[src/rtl/strassen_tile_feeder_if.sv]
// strassen_tile_feeder_if: element stream in, 2x2 block beats out.
interface strassen_tile_feeder_if #(
    parameter int DATAWIDTH = 32,
    parameter int BUSWIDTH  = 4*DATAWIDTH
);
    logic signed [DATAWIDTH-1:0] in_data;
    logic                        in_valid;
    logic                        in_ready;
    logic                        hold;
    logic [BUSWIDTH-1:0]         blk_a;
    logic [BUSWIDTH-1:0]         blk_b;
    logic                        load;
    logic                        sel;
    logic [1:0]                  tag_ik;
    logic                        tag_j;
    logic                        last;
    logic                        done;
    modport master (
        input  in_data, in_valid, hold,
        output in_ready, blk_a, blk_b, load, sel, tag_ik, tag_j, last, done
    );
    modport slave (
        output in_data, in_valid, hold,
        input  in_ready, blk_a, blk_b, load, sel, tag_ik, tag_j, last, done
    );
endinterface

[src/rtl/strassen_tile_feeder.sv]
// strassen_tile_feeder: buffers a 4x4 A and 4x4 B, then issues the 8 block-product beats.
module strassen_tile_feeder #(
    parameter int DATAWIDTH = 32,
    parameter int BUSWIDTH  = 4*DATAWIDTH
) (
    input logic clk,
    input logic rst,
    strassen_tile_feeder_if.master bus
);
    localparam logic [0:0] FILL  = 1'b0;
    localparam logic [0:0] ISSUE = 1'b1;
    logic [0:0]           state_q, state_d;
    logic [4:0]           word_q, word_d;
    logic [2:0]           beat_q, beat_d;
    logic                 load_q, load_d, last_q, last_d, done_q, done_d;
    logic [1:0]           tag_ik_q, tag_ik_d;
    logic                 tag_j_q, tag_j_d;
    logic [BUSWIDTH-1:0]  blk_a_q, blk_a_d, blk_b_q, blk_b_d;
    logic [DATAWIDTH-1:0] mem_q [32];
    logic                 accept, present;
    // base is the buffer index of the block's top-left element; rows are 4 words apart
    function automatic logic [4*DATAWIDTH-1:0] pack_blk(input logic [4:0] base);
        return {mem_q[base+5'd5], mem_q[base+5'd4], mem_q[base+5'd1], mem_q[base]};
    endfunction
    assign accept = bus.in_valid && (state_q == FILL);
    always_comb begin
        state_d  = state_q;
        word_d   = accept ? word_q + 5'd1 : word_q;
        beat_d   = beat_q;
        load_d   = 1'b0;
        last_d   = last_q;
        done_d   = 1'b0;
        tag_ik_d = tag_ik_q;
        tag_j_d  = tag_j_q;
        blk_a_d  = blk_a_q;
        blk_b_d  = blk_b_q;
        present  = 1'b0;
        if (state_q == FILL) begin
            if (accept && word_q == 5'd31) begin
                state_d = ISSUE;
                present = 1'b1;
            end
        end else if (last_q) begin
            state_d = FILL;
            last_d  = 1'b0;
            done_d  = 1'b1;
        end else begin
            present = !bus.hold;
        end
        // beat index is {i,k,j}: A block (i,j), B block (j,k)
        if (present) begin
            load_d   = 1'b1;
            last_d   = beat_q == 3'd7;
            beat_d   = beat_q + 3'd1;
            tag_ik_d = beat_q[2:1];
            tag_j_d  = beat_q[0];
            blk_a_d  = pack_blk({1'b0, beat_q[2], 1'b0, beat_q[0], 1'b0});
            blk_b_d  = pack_blk({1'b1, beat_q[0], 1'b0, beat_q[1], 1'b0});
        end
    end
    always_ff @(posedge clk) begin
        if (rst) begin
            state_q  <= FILL;
            word_q   <= '0;
            beat_q   <= '0;
            load_q   <= 1'b0;
            last_q   <= 1'b0;
            done_q   <= 1'b0;
            tag_ik_q <= '0;
            tag_j_q  <= 1'b0;
            blk_a_q  <= '0;
            blk_b_q  <= '0;
        end else begin
            state_q  <= state_d;
            word_q   <= word_d;
            beat_q   <= beat_d;
            load_q   <= load_d;
            last_q   <= last_d;
            done_q   <= done_d;
            tag_ik_q <= tag_ik_d;
            tag_j_q  <= tag_j_d;
            blk_a_q  <= blk_a_d;
            blk_b_q  <= blk_b_d;
        end
    end
    always_ff @(posedge clk) begin
        if (!rst && accept) mem_q[word_q] <= bus.in_data;
    end
    assign bus.in_ready = state_q == FILL;
    assign bus.load     = load_q;
    assign bus.last     = last_q;
    assign bus.done     = done_q;
    assign bus.tag_ik   = tag_ik_q;
    assign bus.tag_j    = tag_j_q;
    assign bus.blk_a    = blk_a_q;
    assign bus.blk_b    = blk_b_q;
    assign bus.sel      = 1'b0;
endmodule

[src/flat_wrapper.sv]
// flat-port wrapper written by rule: the top's interface ports become plain ports
module strassen_tile_feeder_flat 
#(
    parameter int DATAWIDTH = 32,
    parameter int BUSWIDTH  = 4*DATAWIDTH
)
  (clk, rst, bus_in_data, bus_in_valid, bus_hold, bus_in_ready, bus_blk_a, bus_blk_b, bus_load, bus_sel, bus_tag_ik, bus_tag_j, bus_last, bus_done);
  strassen_tile_feeder_if #(.DATAWIDTH(DATAWIDTH), .BUSWIDTH(BUSWIDTH)) bus_i ();
  input logic clk;
  input logic rst;
  input wire logic [$bits(bus_i.in_data)-1:0] bus_in_data;
  input wire logic [$bits(bus_i.in_valid)-1:0] bus_in_valid;
  input wire logic [$bits(bus_i.hold)-1:0] bus_hold;
  output wire logic [$bits(bus_i.in_ready)-1:0] bus_in_ready;
  output wire logic [$bits(bus_i.blk_a)-1:0] bus_blk_a;
  output wire logic [$bits(bus_i.blk_b)-1:0] bus_blk_b;
  output wire logic [$bits(bus_i.load)-1:0] bus_load;
  output wire logic [$bits(bus_i.sel)-1:0] bus_sel;
  output wire logic [$bits(bus_i.tag_ik)-1:0] bus_tag_ik;
  output wire logic [$bits(bus_i.tag_j)-1:0] bus_tag_j;
  output wire logic [$bits(bus_i.last)-1:0] bus_last;
  output wire logic [$bits(bus_i.done)-1:0] bus_done;
  assign bus_i.in_data = bus_in_data;
  assign bus_i.in_valid = bus_in_valid;
  assign bus_i.hold = bus_hold;
  assign bus_in_ready = bus_i.in_ready;
  assign bus_blk_a = bus_i.blk_a;
  assign bus_blk_b = bus_i.blk_b;
  assign bus_load = bus_i.load;
  assign bus_sel = bus_i.sel;
  assign bus_tag_ik = bus_i.tag_ik;
  assign bus_tag_j = bus_i.tag_j;
  assign bus_last = bus_i.last;
  assign bus_done = bus_i.done;
  strassen_tile_feeder #(.DATAWIDTH(DATAWIDTH), .BUSWIDTH(BUSWIDTH)) u_core (.clk(clk), .rst(rst), .bus(bus_i));
endmodule
[config.mk]
export PLATFORM = sky130hd
export DESIGN_NAME = strassen_tile_feeder_flat
export DESIGN_NICKNAME = d
export VERILOG_FILES = /design/src/rtl/strassen_tile_feeder_if.sv /design/src/rtl/strassen_tile_feeder.sv /design/src/flat_wrapper.sv
export SDC_FILE = /design/constraint.sdc
export NUM_CORES = 1
export LEC_CHECK = 0
export ABC_CLOCK_PERIOD_IN_PS = 4950
export CORE_ASPECT_RATIO = 1.4
export CORE_MARGIN = 1
export CORE_UTILIZATION = 30
export DETAILED_ROUTE_END_ITERATION = 7
export PLACE_DENSITY = 0.5
export SKIP_LAST_GASP = 1
export SYNTH_ARGS = -nofsm -noshare
export SYNTH_HDL_FRONTEND = slang
export SYNTH_SLANG_ARGS = --single-unit
[constraint.sdc]
create_clock -name clk -period 4.95 [get_ports clk]
set_input_delay 0.495 -clock clk [delete_from_list [all_inputs] [get_ports clk]]
set_output_delay 0.495 -clock clk [all_outputs]
set_load 0.02 [all_outputs]
### Local utilization

Drawn at 0.5 px/um. The die is cut into 17 by 23 equal tiles; dark purple is low, yellow is high, 0 to 100% covered.
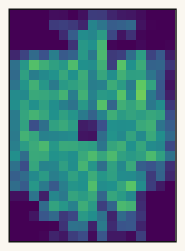
17% of the tiles are nearly empty. The mean over all tiles is 35%. 0.30% of the tiles are over 75% full. The fullest tile reaches 78%.
core region area: 150,000 sq um
Init Core Util: 0.303
fin util: 0.368

### Sequential cells coloured by netlist name

Drawn at 1 px/um. Other sequential cells in the stronger grey, the rest of the logic in the fainter grey.
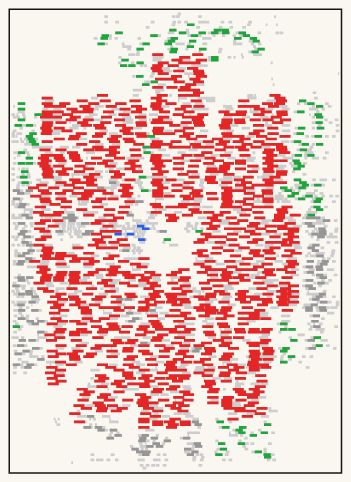
Key: red = u_core.mem_q [flops 1,024]; green = u_core.bus.blk_b [flops 128, where all over the die]; blue = u_core.word_q [flops 5, where middle]
Another 138 sequential cells are not coloured.
Seq. cell area: 36,200 sq um
sequential cell area share: 0.656

==> impl_metrics.yaml <==
# synthesis and place-and-route metrics
outcome:
  outcome: "finished clean"
power:
  power.leakage_nw: 17.1
  total_power_mw: 22.1
  seq_power_share: 0.533
  comb_power_uw: 340
  p_comb_frac: 0.015
  power_leader: "registers"
  switching_share: 0.204
  power.share.clock: 0.451
  netSwitchingPower_mw: 4.51
  internal-power_mw: 17.6
  p_per_area_nw_per_um2: 400
  p_seq_mw: 11.8
final_timing:
  fin_tns_setup_ns: 0
  max_freq_ghz: 0.302
  tightest_slew_ns: 1.14
  drv_slew: 0
  hold_viol_final: 0
  setup_violations: 0
  slew_headroom: 0.242
  finClkSkew_ns: 0.0249
  period_used_share: 0.669
  rsz0062_at_grt: "false"
  whs_ns: 0.392
  layout_setup_ws_ns: 1.64
  period_minus_slack_ns: 3.31
synth:
  top_logic_kind: "multiplexers"
  ys_top_cells_by_count: "1,024 x edfxtp_1, 271 x dfxtp_1, 256 x a22o_1, 256 x mux4_2, 67 x buf_2"
  synth-seq-area-share: 0.797
  mux_area_frac: 0.127
  xor_share: 0.000386
  synth_flops: 1295
  simple_gate_area_frac: 0.00780
  ys_async_sr_fraction: 0
  synth_stat.cells: 2035
  ys_sh_aoi: 0.0514
  adder_share: 0.00193
  synthesis.area_sq_um: 45400
  edf_count: 1024
  top_area_frac: 0.678
  syn_area_per_cell_sq_um: 22.3
  topCellsByArea: "edfxtp_1 68%, mux4_2 13%, dfxtp_1 12%"
  ys_area_sq_um: 45400
  most_common_cell: "edfxtp_1"
  syn-num-nets: 2078
  synthFlopType: "edfxtp_1"
global_route:
  overflow: 0
  grt_max_degree: 142
  antenna_found_initial: 13
  grt_pass1_wl_mm: 170
floorplanning:
  die_w_um: 331
  chip_area_sq_um: 153000
  rows: 168
  die_y_um: 462
  io_pins: 300
clock_tree:
  numCtsBuffers: 133
  cts_hold_buf: 0
  root_buffer: "clkbuf_16"
  insertion_delay_ns: 0.75
  clk_pin_slew_ns: 0.07
  clockBufferDepth: 3
  cts_htree_levels: 4
  cts_tree: "built"
  cts_resized: 0
  postCtsSetupBuffers: 0
setup_path:
  reg2regPathDepth: 4
  slowest_delay_ns: 0.84
  end_kind: "register"
  crit_path_end: "u_core.mem_q[27][14]$_DFFE_PP_"
  slowest_stage: "nor2_4"
  critPathRequiredTime_ns: 5.39
  r2r_end: "u_core.mem_q[27][14]$_DFFE_PP_"
  cp_num_cells: 4
  start_kind: "register"
  reg2reg_slack_ns: 1.64
  path_buffers: 1
  path_max_fanout: 23
run:
  tool_warnings: 38
detailed_routing:
  vias_per_cell: 4.84
  route.met2.wl_mm: 58.5
  antenna_left: 0
  drtIter0Drc: 2160
  num_vias: 21600
  remaining_drc_errors: 0
  wl_met3_mm: 7.17
  postRouteWirelength_mm: 120
  met1Wirelength_mm: 51.1
  topRoutingLayerUsed: "met4"
cells_and_area:
  final_cells: 4466
  fin_nets: 2440
  final_common_cell: "edfxtp_1"
  final_area_sq_um: 55200
  layout_top_cells: "1,024 x edfxtp_1, 268 x dfxtp_1, 266 x clkdlybuf4s50_1"
placed_design:
  placedCellCount: 4217
  port_buffers: 298
  hpwl_mm: 71.5
hold_path:
  min-delay-start: "bus_in_data[30]"
  min_path_cells: 1
  min_to: "u_core.mem_q[31][30]$_DFFE_PP_"
### I/O nets highlighted

Drawn at 1 px/um.
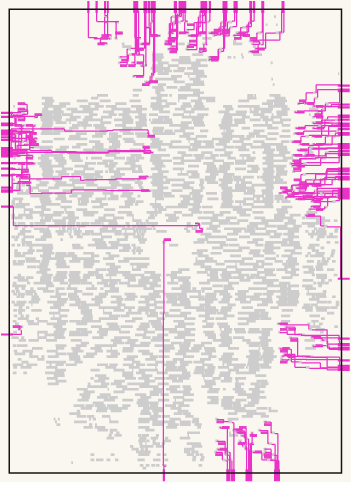
Key: magenta = bus_blk_b [direction output, edge 47 right, 40 top, 25 left, 16 bottom, end cells 128, wire 7,000 um]

### Clock nets

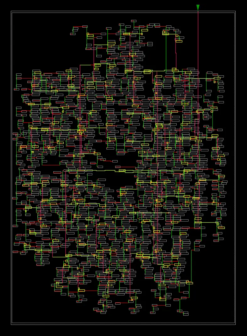
clk sinks: 1,295
clock network power: 9.96 mW
# clk buffers: 189

[sequential cells by signal, summed over array words and instances (netlist names), 2 cells and up]
register / count
u_core.beat_q: 3
u_core.bus.blk_a: 128
u_core.bus.blk_b: 128
u_core.bus.tag_ik: 2
u_core.mem_q: 1024
u_core.word_q: 5
[metal layers]
metal	vias to the layer above	GRT usage
met5	-	0
met3	164	0.0293
met4	0	0.0515
met1	11400	0.213
met2	712	0.254
li1	9281	-
[final cells by class]
class | count | area, sq um
fillers | 13600 | 94700
flip-flops and latches | 1295 | 36200
multi-input cells | 613 | 8830
clock buffers | 189 | 3840
repair buffers | 351 | 3320
well taps | 1955 | 2450
clock inverters | 55 | 518
diodes | 5 | 12.5
inverters | 3 | 11.3
Power is estimated from default activity; no workload was simulated.
